<file path="config.mk">
export PLATFORM = sky130hd
export DESIGN_NAME = branch_resolve_unit
export DESIGN_NICKNAME = d
export VERILOG_FILES = /design/src/rtl/branch_resolve_unit.sv
export SDC_FILE = /design/constraint.sdc
export NUM_CORES = 1
export LEC_CHECK = 0
export CAP_MARGIN = 20
export CORE_MARGIN = 4
export CORE_UTILIZATION = 45
export DETAILED_ROUTE_END_ITERATION = 7
export PLACE_DENSITY = 0.8
export SKIP_CTS_REPAIR_TIMING = 1
export SLEW_MARGIN = 30
export SYNTH_ARGS = -nofsm -noshare
export SYNTH_HDL_FRONTEND = slang
export SYNTH_SLANG_ARGS = --single-unit
</file>
<file path="constraint.sdc">
create_clock -name clk -period 5.5 [get_ports clk]
set_input_delay 0.55 -clock clk [delete_from_list [all_inputs] [get_ports clk]]
set_output_delay 0.55 -clock clk [all_outputs]
set_load 0.05 [all_outputs]
</file>
<file path="src/rtl/branch_resolve_unit.sv">
// branch_resolve_unit: EX-stage branch resolver.
// It compares two operands under a 4-bit branch code and registers the
// actual outcome. It raises a one-cycle mispredict/redirect pulse when the
// outcome differs from the fetch-time prediction. It also owns the 2-bit
// saturating-counter BHT that the IF stage reads combinationally.
// Optional feature macro: BRANCH_RESOLVE_STATS_EN adds resolve/mispredict
// counters (stat_branches, stat_mispredicts).
// Handshake: there is no backpressure. resolve_valid is a one-cycle
// qualifier for resolve_taken, and mispredict qualifies redirect_pc.
module branch_resolve_unit #(
    parameter int DATA_W    = 32,
    parameter int PC_W      = 32,
    parameter int BHT_DEPTH = 64
) (
    input  logic              clk,
    input  logic              rst,
    input  logic [PC_W-1:0]   if_pc,
    output logic              if_pred_taken,
    input  logic              ex_valid,
    input  logic [3:0]        ex_branch,
    input  logic [DATA_W-1:0] ex_op1,
    input  logic [DATA_W-1:0] ex_op2,
    input  logic [PC_W-1:0]   ex_pc,
    input  logic [PC_W-1:0]   ex_target,
    input  logic              ex_pred_taken,
    output logic              resolve_valid,
    output logic              resolve_taken,
    output logic              mispredict,
    output logic [PC_W-1:0]   redirect_pc
`ifdef BRANCH_RESOLVE_STATS_EN
    ,
    output logic [31:0]       stat_branches,
    output logic [31:0]       stat_mispredicts
`endif
);
    localparam int IDX_W = $clog2(BHT_DEPTH);

    logic [1:0]        bht_q [BHT_DEPTH];
    logic [1:0]        bht_d [BHT_DEPTH];
    logic              resolve_valid_q, resolve_valid_d;
    logic              resolve_taken_q, resolve_taken_d;
    logic              mispredict_q, mispredict_d;
    logic [PC_W-1:0]   redirect_pc_q, redirect_pc_d;

    logic [IDX_W-1:0]  if_idx;
    logic [IDX_W-1:0]  ex_idx;
    logic              is_branch;
    logic              op_eq;
    logic              op_lt;
    logic              outcome;
    logic              resolve_event;
    logic              unused_if_pc_bits;

    assign if_idx = if_pc[IDX_W+1:2];
    assign ex_idx = ex_pc[IDX_W+1:2];
    assign unused_if_pc_bits = ^{if_pc[1:0], if_pc[PC_W-1:IDX_W+2]};

    // The prediction reads the stored counter with no bypass of a same-cycle update.
    assign if_pred_taken = bht_q[if_idx][1];

    assign is_branch = (ex_branch[2:0] != 3'b000) && (ex_branch[2:0] != 3'b111);
    assign op_eq     = (ex_op1 == ex_op2);
    assign op_lt     = ex_branch[3] ? (ex_op1 < ex_op2)
                                    : ($signed(ex_op1) < $signed(ex_op2));

    // The wrong-path instruction in EX during a mispredict pulse is squashed.
    assign resolve_event = ex_valid && is_branch && !mispredict_q;

    // Decode the condition code into the taken/not-taken outcome.
    always_comb begin
        outcome = 1'b0;
        case (ex_branch[2:0])
            3'b001:  outcome = op_eq;
            3'b010:  outcome = !op_eq;
            3'b011:  outcome = op_lt;
            3'b100:  outcome = !op_lt && !op_eq;
            3'b101:  outcome = op_lt || op_eq;
            3'b110:  outcome = !op_lt;
            default: outcome = 1'b0;
        endcase
    end

    // Next-state for the resolve outputs and the BHT counter being trained.
    always_comb begin
        resolve_valid_d = 1'b0;
        resolve_taken_d = 1'b0;
        mispredict_d    = 1'b0;
        redirect_pc_d   = redirect_pc_q;
        bht_d           = bht_q;
        if (resolve_event) begin
            resolve_valid_d = 1'b1;
            resolve_taken_d = outcome;
            mispredict_d    = (outcome != ex_pred_taken);
            redirect_pc_d   = outcome ? ex_target
                                      : ex_pc + {{(PC_W-3){1'b0}}, 3'b100};
            if (outcome) begin
                if (bht_q[ex_idx] != 2'b11) bht_d[ex_idx] = bht_q[ex_idx] + 2'b01;
            end else begin
                if (bht_q[ex_idx] != 2'b00) bht_d[ex_idx] = bht_q[ex_idx] - 2'b01;
            end
        end
    end

    // State registers. Reset wins over any concurrent resolve event.
    always_ff @(posedge clk) begin
        if (rst) begin
            resolve_valid_q <= 1'b0;
            resolve_taken_q <= 1'b0;
            mispredict_q    <= 1'b0;
            redirect_pc_q   <= '0;
            for (int i = 0; i < BHT_DEPTH; i++) bht_q[i] <= 2'b01;
        end else begin
            resolve_valid_q <= resolve_valid_d;
            resolve_taken_q <= resolve_taken_d;
            mispredict_q    <= mispredict_d;
            redirect_pc_q   <= redirect_pc_d;
            bht_q           <= bht_d;
        end
    end

    assign resolve_valid = resolve_valid_q;
    assign resolve_taken = resolve_taken_q;
    assign mispredict    = mispredict_q;
    assign redirect_pc   = redirect_pc_q;

`ifdef BRANCH_RESOLVE_STATS_EN
    logic [31:0] stat_branches_q, stat_branches_d;
    logic [31:0] stat_mispredicts_q, stat_mispredicts_d;

    // Count resolve events and the mispredicting ones, wrapping naturally.
    always_comb begin
        stat_branches_d    = stat_branches_q;
        stat_mispredicts_d = stat_mispredicts_q;
        if (resolve_event) begin
            stat_branches_d = stat_branches_q + 32'd1;
            if (outcome != ex_pred_taken) stat_mispredicts_d = stat_mispredicts_q + 32'd1;
        end
    end

    // Statistic counter registers.
    always_ff @(posedge clk) begin
        if (rst) begin
            stat_branches_q    <= '0;
            stat_mispredicts_q <= '0;
        end else begin
            stat_branches_q    <= stat_branches_d;
            stat_mispredicts_q <= stat_mispredicts_d;
        end
    end

    assign stat_branches    = stat_branches_q;
    assign stat_mispredicts = stat_mispredicts_q;
`endif
endmodule
</file>
==> impl_metrics.py, run 1 <==
# Auto-generated metrics
metrics = {
    "outcome": {
        "status": "finished clean",
    },
    "synthesis": {
        "top_cells_by_count": "191 x mux2i_1, 163 x dfxtp_1, 88 x nor3_1",
        "ys_cells": 1196,
        "fp_nets": 1399,
        "ys.flop_type": "dfxtp_1",
        "syn_area_per_cell_sq_um": 8.87,
        "synth.cellmix.xorXnorShare_pct": 2.31,
    },
    "power": {
        "p_int_mw": 2.19,
        "clock_net_power_mw": 1.22,
        "powerComb_uw": 634,
    },
    "setup_path": {
        "crit_start": "ex_pc[3]",
        "crit_path_frequent_cell": "a311oi_1",
        "crit_type": "input pin to flip-flop",
        "crit_family": "AND-OR/OR-AND gates",
        "crit_cells": 15,
        "regToRegSetupSlack_ns": 1.85,
    },
    "detailed_routing": {
        "first_pass_iters": 6,
        "vias_per_cell": 6.12,
    },
    "sta": {
        "maxClockFrequency_mhz": 211,
        "tns_ns": 0,
        "drv_slew": 0,
        "period_used_pct": 86.0,
        "relSlewSlack_pct": 37.3,
        "clock_skew_ns": 0.00955,
    },
    "global_route": {
        "grt_pass1_wl_um": 53100,
        "grt_busiest_layer": "met2",
    },
    "run": {
        "warning_count": 55,
    },
    "final_layout": {
        "most-common-layout-cells": "191 x mux2i_1, 176 x clkdlybuf4s50_1, 163 x dfxtp_1",
        "stdcell_count": 1649,
        "seq_area_share_pct": 24.7,
        "comb_share_pct": 51.0,
        "utilization_pct": 57.8,
        "stdcell_area_sq_mm": 0.0132,
    },
    "clocking": {
        "path_clk_slew_ns": 0.07,
        "tritoncts": "done",
    },
    "die": {
        "die_h_um": 161,
    },
    "worst_hold_path": {
        "holdCritStartpoint": "redirect_pc[27]",
    },
}
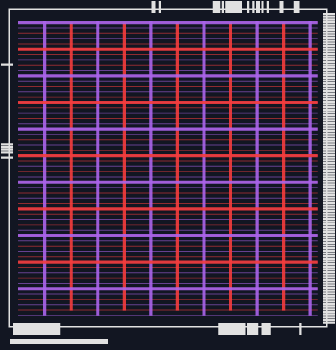
*Floorplan with the power grid, run 1*
Scale bar: 50 um. Pins as bars on the die edge.
legend:
  VSS:
    color: purple
  VDD:
    color: red
rows: 55
met1 rails: 56
met4 straps: 11

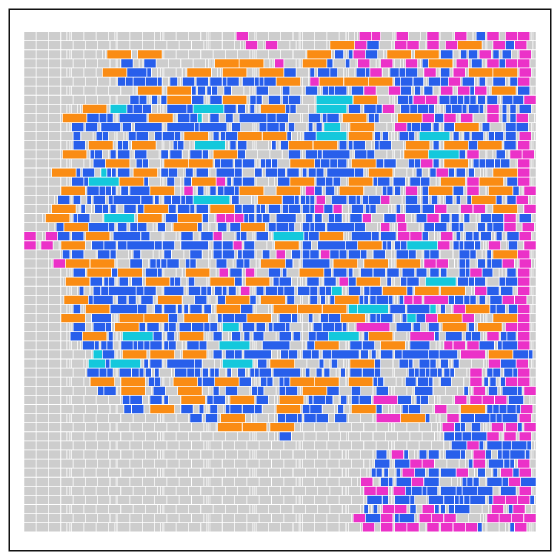
*Cell classes on the final placement, run 1*
Fill, decap, tap and diode cells in gray.
legend:
  clock drivers and dummy loads:
    color: cyan
    cells: 30
    share_of_their_area: 4.6%
  all other logic:
    color: blue
    cells: 931
    share_of_their_area: 54%
  flip-flops:
    color: orange
    cells: 163
    share_of_their_area: 25%
  other buffers and delay cells:
    color: magenta
    cells: 210
    share_of_their_area: 16%

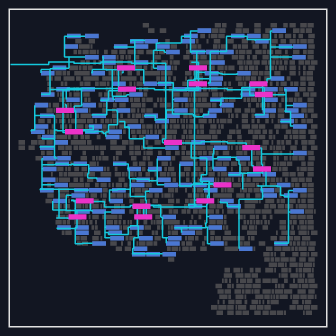
*Routed clock nets over the placement, run 1*
legend:
  cells driving clock nets:
    color: magenta
    count: 17
  flip-flops:
    color: blue
    count: 163
  clock wires:
    color: cyan
    length: 2180 um
routed clock nets: 18

### Clock routing, run 1

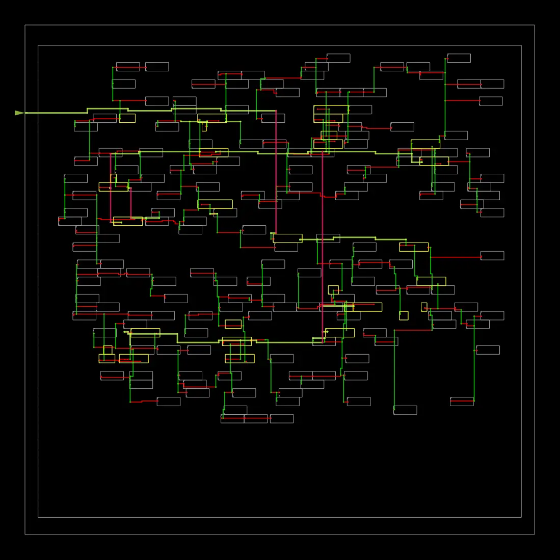

==> inputs of run 2 (changes only) <==
--- a/config.mk
+++ b/config.mk
@@ -6,10 +6,11 @@
 export NUM_CORES = 1
 export LEC_CHECK = 0
 export CAP_MARGIN = 20
-export CORE_MARGIN = 4
-export CORE_UTILIZATION = 45
+export CELL_PAD_IN_SITES_DETAIL_PLACEMENT = 1
+export CELL_PAD_IN_SITES_GLOBAL_PLACEMENT = 1
+export CORE_UTILIZATION = 40
 export DETAILED_ROUTE_END_ITERATION = 7
-export PLACE_DENSITY = 0.8
+export PLACE_DENSITY = 0.91
 export SKIP_CTS_REPAIR_TIMING = 1
 export SLEW_MARGIN = 30
 export SYNTH_ARGS = -nofsm -noshare
==> constraint.sdc (replaced) <==
create_clock -name clk -period 5 [get_ports clk]
set_input_delay 0.5 -clock clk [delete_from_list [all_inputs] [get_ports clk]]
set_output_delay 0.5 -clock clk [all_outputs]
set_load 0.05 [all_outputs]
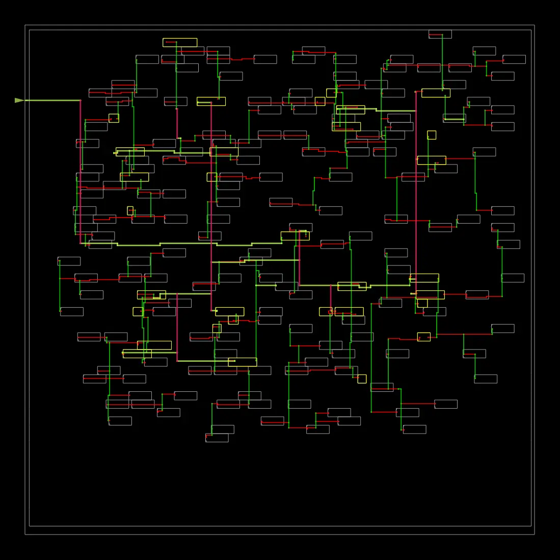
*Clock routing, run 2*
# clock sinks: 163
clk pwr: 1.39 mW

==> impl_metrics.py, run 2 <==
# Auto-generated metrics
metrics = {
    "global_route": {
        "grt_use_met1_pct": 33.1,
        "grt_pass1_wl_um": 61600,
        "overflow": 0,
        "met3_usage_pct": 6.53,
        "grt_busiest_layer": "met2",
        "grtUsageMet2_pct": 52.6,
    },
    "sta": {
        "relSlewSlack_pct": 39.4,
        "period_used_pct": 94.6,
        "drv_slew": 0,
        "maxClockFrequency_mhz": 211,
        "whs_ns": 0.503,
        "clock_skew_ns": 0.0111,
        "tns_ns": 0,
    },
    "detailed_routing": {
        "vias_per_cell": 6.23,
        "first_pass_iters": 5,
    },
    "synthesis": {
        "ys_cells": 1196,
        "ys.flop_type": "dfxtp_1",
        "syn_area_per_cell_sq_um": 8.87,
        "ys_top_logic_family": "simple AND/OR/NAND/NOR gates",
        "synth.cellmix.xorXnorShare_pct": 2.31,
        "ys_chip_area_sq_mm": 0.0106,
        "top_cells_by_count": "191 x mux2i_1, 163 x dfxtp_1, 88 x nor3_1",
        "synth_top_cell_by_area": "dfxtp_1",
        "yosys_warnings": 0,
        "fp_nets": 1399,
    },
    "setup_path": {
        "crit_cells": 16,
        "regToRegSetupSlack_ns": 1.26,
        "critical_path_arrival_ns": 5.08,
        "crit_family": "AND-OR/OR-AND gates",
        "timing.rr.end": "bht_q[83]",
        "crit_start": "ex_pc[2]",
        "crit_type": "input pin to flip-flop",
    },
    "final_layout": {
        "stdcell_area_sq_mm": 0.0134,
        "layout.area.comb_sq_mm": 0.00676,
        "utilization_pct": 51.5,
        "stdcell_count": 1686,
        "most-common-layout-cells": "191 x mux2i_1, 176 x clkdlybuf4s50_1, 163 x dfxtp_1",
        "seq_area_share_pct": 24.3,
        "comb_share_pct": 50.3,
        "numSequentialCells": 163,
    },
    "die": {
        "top_level_ports": 204,
        "die_h_um": 165,
    },
    "outcome": {
        "status": "finished clean",
    },
    "clocking": {
        "path_clk_slew_ns": 0.07,
        "tritoncts": "done",
        "clk_latency_ns": 0.45,
    },
    "run": {
        "maxCapViolCount": 0,
        "warning_count": 53,
    },
    "power": {
        "powerComb_uw": 732,
        "p_int_mw": 2.38,
        "power_mw": 3.46,
        "ir_drop_mv": 0.226,
        "pwr-share-clk_pct": 40.0,
    },
    "worst_hold_path": {
        "hold_class": "flip-flop to flip-flop",
        "hold_end": "bht_q[21]",
    },
    "place": {
        "dp_slack_ns": 0.280,
    },
}
No activity file was given, so power comes from the tool's default toggle rates.
